[config.mk]
export PLATFORM = sky130hd
export DESIGN_NAME = cfg_frame_uart_flat
export DESIGN_NICKNAME = d
export VERILOG_FILES = /design/src/rtl/cfg_frame_uart_pkg.sv /design/src/rtl/cfg_frame_uart_if.sv /design/src/rtl/cfg_frame_uart_uart.sv /design/src/rtl/cfg_frame_uart.sv /design/src/flat_wrapper.sv
export SDC_FILE = /design/constraint.sdc
export NUM_CORES = 1
export LEC_CHECK = 0
export CORE_MARGIN = 2
export CORE_UTILIZATION = 50
export CTS_CLUSTER_SIZE = 24
export DETAILED_ROUTE_END_ITERATION = 10
export HOLD_SLACK_MARGIN = 0.03
export PLACE_DENSITY = 0.74
export SLEW_MARGIN = 0
export SYNTH_ARGS = -nofsm -noshare
export SYNTH_HDL_FRONTEND = slang
export SYNTH_SLANG_ARGS = --single-unit
[constraint.sdc]
create_clock -name clk -period 2.8 [get_ports clk]
set_input_delay 0.56 -clock clk [delete_from_list [all_inputs] [get_ports clk]]
set_output_delay 0.56 -clock clk [all_outputs]
set_load 0.05 [all_outputs]
[src/rtl/cfg_frame_uart_pkg.sv]
// cfg_frame_uart_pkg: shared defaults, FSM encodings and sizing helper for cfg_frame_uart
package cfg_frame_uart_pkg;
   localparam int CMD_BYTES_DEF = 3;
   localparam int RSP_BYTES_DEF = 2;
   localparam int TOUT_CYC_DEF  = 65535;
   localparam int BIT_CYC       = 8;
   typedef enum logic {RX_IDLE = 1'b0, RX_COLLECT = 1'b1} rx_state_t;
   typedef enum logic [1:0] {TX_IDLE = 2'd0, TX_SEND = 2'd1, TX_WAIT = 2'd2} tx_state_t;
   function automatic int cnt_w(input int a, input int b);
      return $clog2(((a > b) ? a : b) + 1);
   endfunction
endpackage

[src/rtl/cfg_frame_uart_if.sv]
// cfg_frame_uart_if: frame/response handshake between cfg_frame_uart and its consumer
interface cfg_frame_uart_if #(
   parameter int CMD_BYTES = 3,
   parameter int RSP_BYTES = 2
);
   logic [8*CMD_BYTES-1:0] cfg_data;
   logic                   frm_rdy;
   logic                   clr_frm_rdy;
   logic                   frm_ovr;
   logic                   frm_tout;
   logic [8*RSP_BYTES-1:0] rsp_data;
   logic                   snd_rsp;
   logic                   rsp_busy;
   modport slave (
      output cfg_data, frm_rdy, frm_ovr, frm_tout, rsp_busy,
      input  clr_frm_rdy, rsp_data, snd_rsp
   );
   modport master (
      input  cfg_data, frm_rdy, frm_ovr, frm_tout, rsp_busy,
      output clr_frm_rdy, rsp_data, snd_rsp
   );
endinterface

[src/rtl/cfg_frame_uart_uart.sv]
// cfg_frame_uart_uart: 8N1 UART, BIT_CYC clocks per bit, one-cycle tx_done, rdy held until clr_rdy
module cfg_frame_uart_uart
   import cfg_frame_uart_pkg::*;
(
   input  logic       clk,
   input  logic       rst_n,
   input  logic       trmt,
   input  logic       clr_rdy,
   output logic       tx_done,
   output logic       rdy,
   input  logic [7:0] tx_data,
   output logic [7:0] rx_data,
   output logic       TX_C,
   input  logic       RX_C
);
   localparam int BW = $clog2(BIT_CYC);
   logic [9:0]    r_tx_sh;
   logic [7:0]    r_rx_sh;
   logic [3:0]    r_tx_bit, r_rx_bit;
   logic [BW-1:0] r_tx_baud, r_rx_baud;
   logic [1:0]    r_rx_ff;
   logic          r_tx_busy, r_rx_busy, r_tx_done, r_rdy;
   logic          w_tx_tick, w_rx_tick;
   assign w_tx_tick = r_tx_busy && r_tx_baud == BW'(BIT_CYC - 1);
   assign w_rx_tick = r_rx_busy && r_rx_baud == '0;
   assign TX_C      = r_tx_sh[0];
   assign tx_done   = r_tx_done;
   assign rdy       = r_rdy;
   assign rx_data   = r_rx_sh;
   always_ff @(posedge clk or negedge rst_n)
      if (!rst_n) begin
         r_tx_sh   <= '1;
         r_tx_bit  <= '0;
         r_tx_baud <= '0;
         r_tx_busy <= 1'b0;
         r_tx_done <= 1'b0;
      end else begin
         r_tx_done <= w_tx_tick && r_tx_bit == 4'd9;
         if (trmt && !r_tx_busy) begin
            r_tx_sh   <= {1'b1, tx_data, 1'b0};
            r_tx_bit  <= '0;
            r_tx_baud <= '0;
            r_tx_busy <= 1'b1;
         end else if (r_tx_busy) begin
            r_tx_baud <= w_tx_tick ? '0 : r_tx_baud + 1'b1;
            if (w_tx_tick) begin
               r_tx_sh   <= {1'b1, r_tx_sh[9:1]};
               r_tx_bit  <= r_tx_bit + 1'b1;
               r_tx_busy <= r_tx_bit != 4'd9;
            end
         end
      end
   // start bit is sampled first and shifted out again by the eight data samples
   always_ff @(posedge clk or negedge rst_n)
      if (!rst_n) begin
         r_rx_ff   <= '1;
         r_rx_sh   <= '0;
         r_rx_bit  <= '0;
         r_rx_baud <= '0;
         r_rx_busy <= 1'b0;
         r_rdy     <= 1'b0;
      end else begin
         r_rx_ff <= {r_rx_ff[0], RX_C};
         r_rdy   <= (w_rx_tick && r_rx_bit == 4'd9) ? 1'b1 : clr_rdy ? 1'b0 : r_rdy;
         if (!r_rx_busy && !r_rx_ff[1]) begin
            r_rx_busy <= 1'b1;
            r_rx_bit  <= '0;
            r_rx_baud <= BW'(BIT_CYC / 2 - 2);
         end else if (r_rx_busy) begin
            r_rx_baud <= w_rx_tick ? BW'(BIT_CYC - 1) : r_rx_baud - 1'b1;
            if (w_rx_tick) begin
               if (r_rx_bit != 4'd9) r_rx_sh <= {r_rx_ff[1], r_rx_sh[7:1]};
               r_rx_bit  <= r_rx_bit + 1'b1;
               r_rx_busy <= r_rx_bit != 4'd9;
            end
         end
      end
endmodule

[src/rtl/cfg_frame_uart.sv]
// cfg_frame_uart: collects CMD_BYTES-byte command frames from RX_C and sends RSP_BYTES-byte responses on TX_C
module cfg_frame_uart
   import cfg_frame_uart_pkg::*;
#(
   parameter int CMD_BYTES = CMD_BYTES_DEF,
   parameter int RSP_BYTES = RSP_BYTES_DEF,
   parameter int TOUT_CYC  = TOUT_CYC_DEF
)(
   input  logic clk,
   input  logic rst_n,
   input  logic RX_C,
   output logic TX_C,
   cfg_frame_uart_if.slave bus
);
   localparam int CW = cnt_w(CMD_BYTES, RSP_BYTES);
   localparam int TW = $clog2(TOUT_CYC + 1);
   localparam int CB = 8 * CMD_BYTES;
   localparam int RB = 8 * RSP_BYTES;
   rx_state_t     r_rx_st, w_rx_nxt;
   tx_state_t     r_tx_st, w_tx_nxt;
   logic [CW-1:0] r_rx_cnt, w_rx_cnt_nxt, r_tx_cnt;
   logic [TW-1:0] r_idle;
   logic [CB-1:0] r_shadow, r_cfg, w_shift;
   logic [RB-1:0] r_tx_sh;
   logic          r_frm_rdy, r_frm_ovr, r_frm_tout;
   logic          w_trmt, w_clr_rdy, w_tx_done, w_rdy, w_done, w_tout, w_tx_last;
   logic [7:0]    w_tx_data, w_rx_data;
   cfg_frame_uart_uart u_uart (
      .clk     (clk),
      .rst_n   (rst_n),
      .trmt    (w_trmt),
      .clr_rdy (w_clr_rdy),
      .tx_done (w_tx_done),
      .rdy     (w_rdy),
      .tx_data (w_tx_data),
      .rx_data (w_rx_data),
      .TX_C    (TX_C),
      .RX_C    (RX_C)
   );
   assign bus.cfg_data = r_cfg;
   assign bus.frm_rdy  = r_frm_rdy;
   assign bus.frm_ovr  = r_frm_ovr;
   assign bus.frm_tout = r_frm_tout;
   assign bus.rsp_busy = r_tx_st != TX_IDLE;
   assign w_shift      = CB'({r_shadow, w_rx_data});
   always_comb begin
      w_clr_rdy    = w_rdy;
      w_done       = w_rdy && r_rx_cnt == CW'(CMD_BYTES - 1);
      w_tout       = r_rx_st == RX_COLLECT && !w_rdy && r_idle == TW'(TOUT_CYC - 1);
      w_rx_nxt     = r_rx_st;
      w_rx_cnt_nxt = r_rx_cnt;
      if (w_done || w_tout) begin
         w_rx_nxt     = RX_IDLE;
         w_rx_cnt_nxt = '0;
      end else if (w_rdy) begin
         w_rx_nxt     = RX_COLLECT;
         w_rx_cnt_nxt = r_rx_cnt + 1'b1;
      end
   end
   // a completion coinciding with clr_frm_rdy keeps frm_rdy but does not raise frm_ovr
   always_ff @(posedge clk or negedge rst_n)
      if (!rst_n) begin
         r_rx_st    <= RX_IDLE;
         r_rx_cnt   <= '0;
         r_idle     <= '0;
         r_shadow   <= '0;
         r_cfg      <= '0;
         r_frm_rdy  <= 1'b0;
         r_frm_ovr  <= 1'b0;
         r_frm_tout <= 1'b0;
      end else begin
         r_rx_st    <= w_rx_nxt;
         r_rx_cnt   <= w_rx_cnt_nxt;
         r_idle     <= (r_rx_st == RX_COLLECT && !w_rdy && !w_tout) ? r_idle + 1'b1 : '0;
         r_frm_tout <= w_tout;
         r_frm_rdy  <= w_done | (r_frm_rdy & ~bus.clr_frm_rdy);
         r_frm_ovr  <= ~bus.clr_frm_rdy & (r_frm_ovr | (w_done & r_frm_rdy));
         if (w_rdy) r_shadow <= w_shift;
         if (w_done) r_cfg <= w_shift;
      end
   always_comb begin
      w_trmt    = r_tx_st == TX_SEND;
      w_tx_data = r_tx_sh[RB-1 -: 8];
      w_tx_last = r_tx_cnt == CW'(RSP_BYTES - 1);
      w_tx_nxt  = r_tx_st == TX_IDLE ? (bus.snd_rsp ? TX_SEND : TX_IDLE) :
                  r_tx_st == TX_SEND ? TX_WAIT :
                  !w_tx_done ? TX_WAIT : w_tx_last ? TX_IDLE : TX_SEND;
   end
   always_ff @(posedge clk or negedge rst_n)
      if (!rst_n) begin
         r_tx_st  <= TX_IDLE;
         r_tx_cnt <= '0;
         r_tx_sh  <= '0;
      end else begin
         r_tx_st <= w_tx_nxt;
         if (r_tx_st == TX_IDLE && bus.snd_rsp) begin
            r_tx_sh  <= bus.rsp_data;
            r_tx_cnt <= '0;
         end else if (r_tx_st == TX_WAIT && w_tx_done) begin
            r_tx_sh  <= r_tx_sh << 8;
            r_tx_cnt <= w_tx_last ? '0 : r_tx_cnt + 1'b1;
         end
      end
endmodule

[src/flat_wrapper.sv]
// flat-port wrapper written by rule: the top's interface ports become plain ports
module cfg_frame_uart_flat import cfg_frame_uart_pkg::*;
#(
   parameter int CMD_BYTES = CMD_BYTES_DEF,
   parameter int RSP_BYTES = RSP_BYTES_DEF,
   parameter int TOUT_CYC  = TOUT_CYC_DEF
)
  (clk, rst_n, RX_C, TX_C, bus_cfg_data, bus_frm_rdy, bus_frm_ovr, bus_frm_tout, bus_rsp_busy, bus_clr_frm_rdy, bus_rsp_data, bus_snd_rsp);
  cfg_frame_uart_if #(.CMD_BYTES(CMD_BYTES), .RSP_BYTES(RSP_BYTES)) bus_i ();
  input  logic clk;
  input  logic rst_n;
  input  logic RX_C;
  output logic TX_C;
  output wire logic [$bits(bus_i.cfg_data)-1:0] bus_cfg_data;
  output wire logic [$bits(bus_i.frm_rdy)-1:0] bus_frm_rdy;
  output wire logic [$bits(bus_i.frm_ovr)-1:0] bus_frm_ovr;
  output wire logic [$bits(bus_i.frm_tout)-1:0] bus_frm_tout;
  output wire logic [$bits(bus_i.rsp_busy)-1:0] bus_rsp_busy;
  input wire logic [$bits(bus_i.clr_frm_rdy)-1:0] bus_clr_frm_rdy;
  input wire logic [$bits(bus_i.rsp_data)-1:0] bus_rsp_data;
  input wire logic [$bits(bus_i.snd_rsp)-1:0] bus_snd_rsp;
  assign bus_cfg_data = bus_i.cfg_data;
  assign bus_frm_rdy = bus_i.frm_rdy;
  assign bus_frm_ovr = bus_i.frm_ovr;
  assign bus_frm_tout = bus_i.frm_tout;
  assign bus_rsp_busy = bus_i.rsp_busy;
  assign bus_i.clr_frm_rdy = bus_clr_frm_rdy;
  assign bus_i.rsp_data = bus_rsp_data;
  assign bus_i.snd_rsp = bus_snd_rsp;
  cfg_frame_uart #(.CMD_BYTES(CMD_BYTES), .RSP_BYTES(RSP_BYTES), .TOUT_CYC(TOUT_CYC)) u_core (.clk(clk), .rst_n(rst_n), .RX_C(RX_C), .TX_C(TX_C), .bus(bus_i));
endmodule
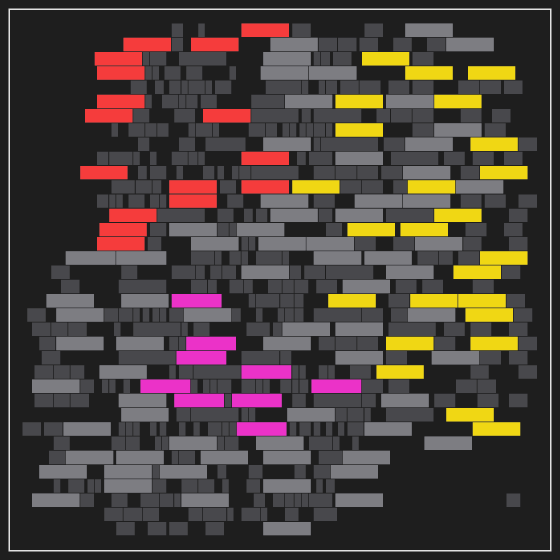
(run_1/flops_by_reg.png)
Other sequential cells in the stronger gray, the rest of the logic in the fainter gray.
| signal | color | flops |
|---|---|---|
| `u_core.bus.cfg_data` | yellow | 24 |
| `u_core.r_idle` | red | 16 |
| `u_core.u_uart.r_tx_sh` | magenta | 9 |
not colored: 70

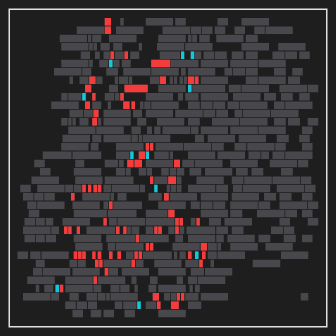
(run_1/logic_types.png)
| family | color | cells |
|---|---|---|
| inv cells | cyan | 11 |
| nand cells | red | 73 |

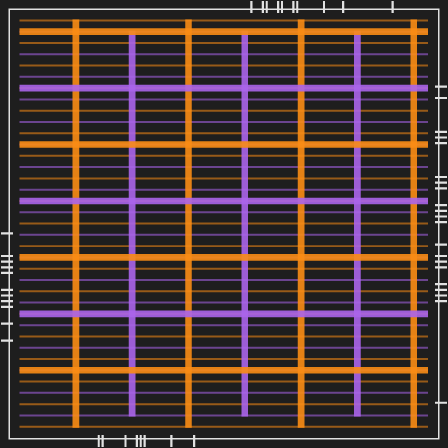
(run_1/power_grid.png)
Pins as bars on the die edge.
| net | color |
|---|---|
| VDD | purple |
| VSS | orange |
met5 straps: 7
met4 straps: 7
rows: 36

run 1: final timing paths:
kind,end,cells after the start,from,slack [ns]
worst max-delay path,bus_rsp_busy,3,u_core.r_tx_st[1],0.35
worst min-delay path,u_core.bus.cfg_data[21],1,rst_n,0.10
worst max register to register,u_core.u_uart.r_tx_bit[0],6,u_core.u_uart.r_tx_baud[0],0.86
worst min register to register,u_core.u_uart.r_rx_ff[1],0,u_core.u_uart.r_rx_ff[0],0.35
max in group asynchronous,u_core.bus.cfg_data[8],2,rst_n,1.90
min in group clk,u_core.u_uart.r_rx_ff[1],0,u_core.u_uart.r_rx_ff[0],0.35
==> reports/results.ini, run 1 <==
[outcome]
outcome = completed

[power_and_ir_drop]
vdd.ir_drop.worst_uv = 387.2
power_report.internal_total_mw = 3.382
switching_power_mw = 1.121

[sta]
maximum_clock_frequency_ghz = 0.4074
slew_violations = 0
grt_setup_unrepaired = no
finalCriticalPeriod_ns = 2.455
layout_setup_ws_ns = 0.3452
hold-worst-slack_ns = 0.1034
final.setup_skew_ns = 0.006110
share_of_the_clock_period_used_by_the_worst_path_pct = 87.67

[yosys]
ys_sh_simple_pct = 13.06
syn_inst = 397
synth_chip_area_um2 = 4915
netlist_area_um2 = 4915
synth-main-ff-cell = sky130_fd_sc_hd__dfrtp_1
synth_top_cell_by_count = sky130_fd_sc_hd__dfrtp_1
yosys-stat-cells = 397
ys_sh_xor_pct = 3.030
yosys-top-cells-area = sky130_fd_sc_hd__dfrtp_1, sky130_fd_sc_hd__mux2_2, sky130_fd_sc_hd__dfstp_2, sky130_fd_sc_hd__nand2_1, sky130_fd_sc_hd__ha_1
yosys.area_share.adder_pct = 2.800
synth.largest_area_cell = sky130_fd_sc_hd__dfrtp_1

[final_layout]
nNonClkBuffers = 55
ff_count = 119
seqCellArea_um2 = 2992
comb_area_um2 = 1813
layout.comb_gates.multi_input = 252
layout.cells.non_filler = 602
fin_area_um2 = 6141
clockNetworkAreaShare_pct = 9.495
sh_seq_area_pct = 48.72

[global_route]
grtUsageMet2_pct = 25.47
grt_start_max_net_pins = 57
grt_overflow_total = 0

[floorplan]
die.size.x_um = 103.1
die_area_um2 = 10640
floorplan.tapcells = 133
ioPinCount = 50
core.rowCount = 36

[route]
highest-signal-layer = met4
dr_wl_met3_um = 344
met1Wirelength_mm = 3.948
detail_route.vias_per_cell = 5.106
drt-initial-drc-count = 155

[cts]
cts_post_setup_buffers_inserted = 0
clock_tree.buffer_depth = 2
postCtsResizedCells = 0
clock.latency.late_pin_ns = 0.51
cts_root_buffer = sky130_fd_sc_hd__clkbuf_8
htree_levels = 4

[setup_path]
critical-path-slowest-cell = sky130_fd_sc_hd__clkdlybuf4s50_1
critical_path.cell_chain = nor2_1 -> inv_1 -> clkdlybuf4s50_1
timing.critical_path.to_type = output port
path_buffers = 2

[place]
total_placed_cells_including_tap_cells = 570
placement.cell_area_um2 = 5558
dp_hpwl_mm = 5.362

[min_path]
holdCritPathClass = in -> async

==> run 1 -> run 2 <==
- MAX_ROUTING_LAYER: default -> met4
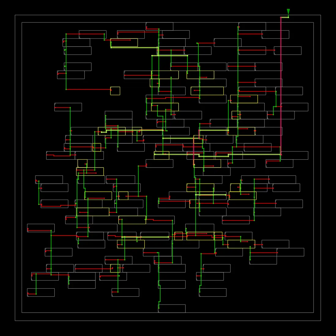
(run_2/clocks.png)
power consumed by the clock network: 2.08 mW
Clock Latency Late Sink: 0.50 ns
Setup Skew: 0.005658 ns

==> run 2 against run 1 <==
Against the previous run: register-to-register slack barely moved; non-clock buffer count did not move; core utilization did not move; clock-buffer cell count did not move; sequential power barely moved; worst hold slack got worse by 0.0025 ns; critical path depth did not move; total power barely moved.
==> reports/results.ini, run 2 <==
[outcome]
outcome = completed

[power_and_ir_drop]
power.sequential.total_mw = 2.06
p_leak_nw = 2.791
switching_power_mw = 1.124  ; +0.26%
vdd.ir_drop.worst_uv = 383.6  ; -0.91%
power_report.internal_total_mw = 3.382  ; about the same
dominant_power_group = clock

[route]
drt-total-wl_mm = 8.203
highest-signal-layer = met4
detail_route.vias_per_cell = 5.095  ; -0.23%
vias = 3067
drt-initial-drc-count = 161  ; +3.9%
met1Wirelength_mm = 3.957  ; +0.23%
dr_wl_met3_um = 324  ; -5.8%
drc = 0

[setup_path]
critical_path.cell_chain = nor2_1 -> inv_1 -> clkdlybuf4s50_1
r2r_end = u_core.u_uart.r_tx_bit[0]
r2r-start = u_core.u_uart.r_tx_baud[0]
cp.depth = 3  ; unchanged
slowest_delay_ns = 0.79
critical-path-slowest-cell = sky130_fd_sc_hd__clkdlybuf4s50_1
path_buffers = 2  ; unchanged
timing.critical_path.fanout_max = 7
cp-endpoint = bus_rsp_busy
timing.critical_path.to_type = output port
critical-path-top-delay-family = buffers and inverters
crit_path_start = u_core.r_tx_st[1]
worstRegToRegCells = 6  ; unchanged
worst_setup_path_start_kind = register
regToRegSetupSlack_ns = 0.86  ; about the same

[floorplan]
placeableCoreArea_um2 = 9639
die_area_um2 = 10640  ; unchanged
ioPinCount = 50  ; unchanged
floorplan.initialDensity_pct = 50.99
core.rowCount = 36  ; unchanged
die.size.x_um = 103.1  ; unchanged

[sta]
setup_tns_ns = 0
slew_violations = 0  ; unchanged
hold-worst-slack_ns = 0.1009  ; -0.002465 ns
layout_setup_ws_ns = 0.3501  ; +0.004861 ns
maximum_clock_frequency_ghz = 0.4082  ; +0.20%
grt_setup_unrepaired = no
finalCriticalPeriod_ns = 2.450  ; -0.004861 ns
share_of_the_clock_period_used_by_the_worst_path_pct = 87.50  ; -0.17 points

[cts]
cts_root_buffer = sky130_fd_sc_hd__clkbuf_8
postCtsResizedCells = 0  ; unchanged
htree_levels = 4  ; unchanged
cts_tree = done
cts_post_setup_buffers_inserted = 0  ; unchanged
hold_fix_buffers_cts = 0
clock_tree.buffer_depth = 2  ; unchanged

[yosys]
syn_nets = 429
synth_chip_area_um2 = 4915  ; unchanged
synth-main-ff-cell = sky130_fd_sc_hd__dfrtp_1
yosys-top-cells-area = sky130_fd_sc_hd__dfrtp_1, sky130_fd_sc_hd__mux2_2, sky130_fd_sc_hd__dfstp_2, sky130_fd_sc_hd__nand2_1, sky130_fd_sc_hd__ha_1
netlist_area_um2 = 4915  ; unchanged
synth.largest_area_cell = sky130_fd_sc_hd__dfrtp_1
synth_top_area_share_pct = 54.99
netlist-cell-type-count = 44
syn_inst = 397  ; unchanged
yosys-stat-cells = 397  ; unchanged
synth_top_cell_by_count = sky130_fd_sc_hd__dfrtp_1
yosys.stat.seqShare_pct = 60.87

[place]
placement.cell_area_um2 = 5558  ; unchanged
routabilityCongestion = 0.7044
total_placed_cells_including_tap_cells = 570  ; unchanged
dp_hpwl_mm = 5.362  ; unchanged

[global_route]
grtUsageMet2_pct = 25.42  ; -0.050 points
grt_overflow_total = 0  ; unchanged
grt_pass1_wl_mm = 14.01
grt_start_max_net_pins = 57  ; unchanged
global_route.usage.total_pct = 17.58

[final_layout]
layout.cells.non_filler = 602  ; unchanged
fin_area_um2 = 6141  ; unchanged

[min_path]
holdCritPathClass = in -> async

run 2: cell counts after synthesis:
Identical to the previous run, type by type.
run 2: cell families after synthesis:
kind of cell             count (synthesis)  share of synthesized area [%]
AND/OR/NAND/NOR                        127                          13.06
multiplexers                            48                          11.00
AND-OR/OR-AND                           49                          6.899
adder cells (fa/ha/maj)                 11                          2.800
XOR/XNOR                                17                          3.029
flip-flops                             119                          60.87
buffers and inverters                   26                          2.342
run 2: final cells by class:
type | count | area (um2)
clock inverters | 15 | 168.9
flip-flops and latches | 119 | 2992
inverters | 11 | 41.29
repair buffers | 55 | 545.5
multi-input cells | 252 | 1813
clock buffers | 17 | 414.1
fillers | 753 | 3498
well taps | 133 | 166.4
Power and IR drop assume default switching activity.
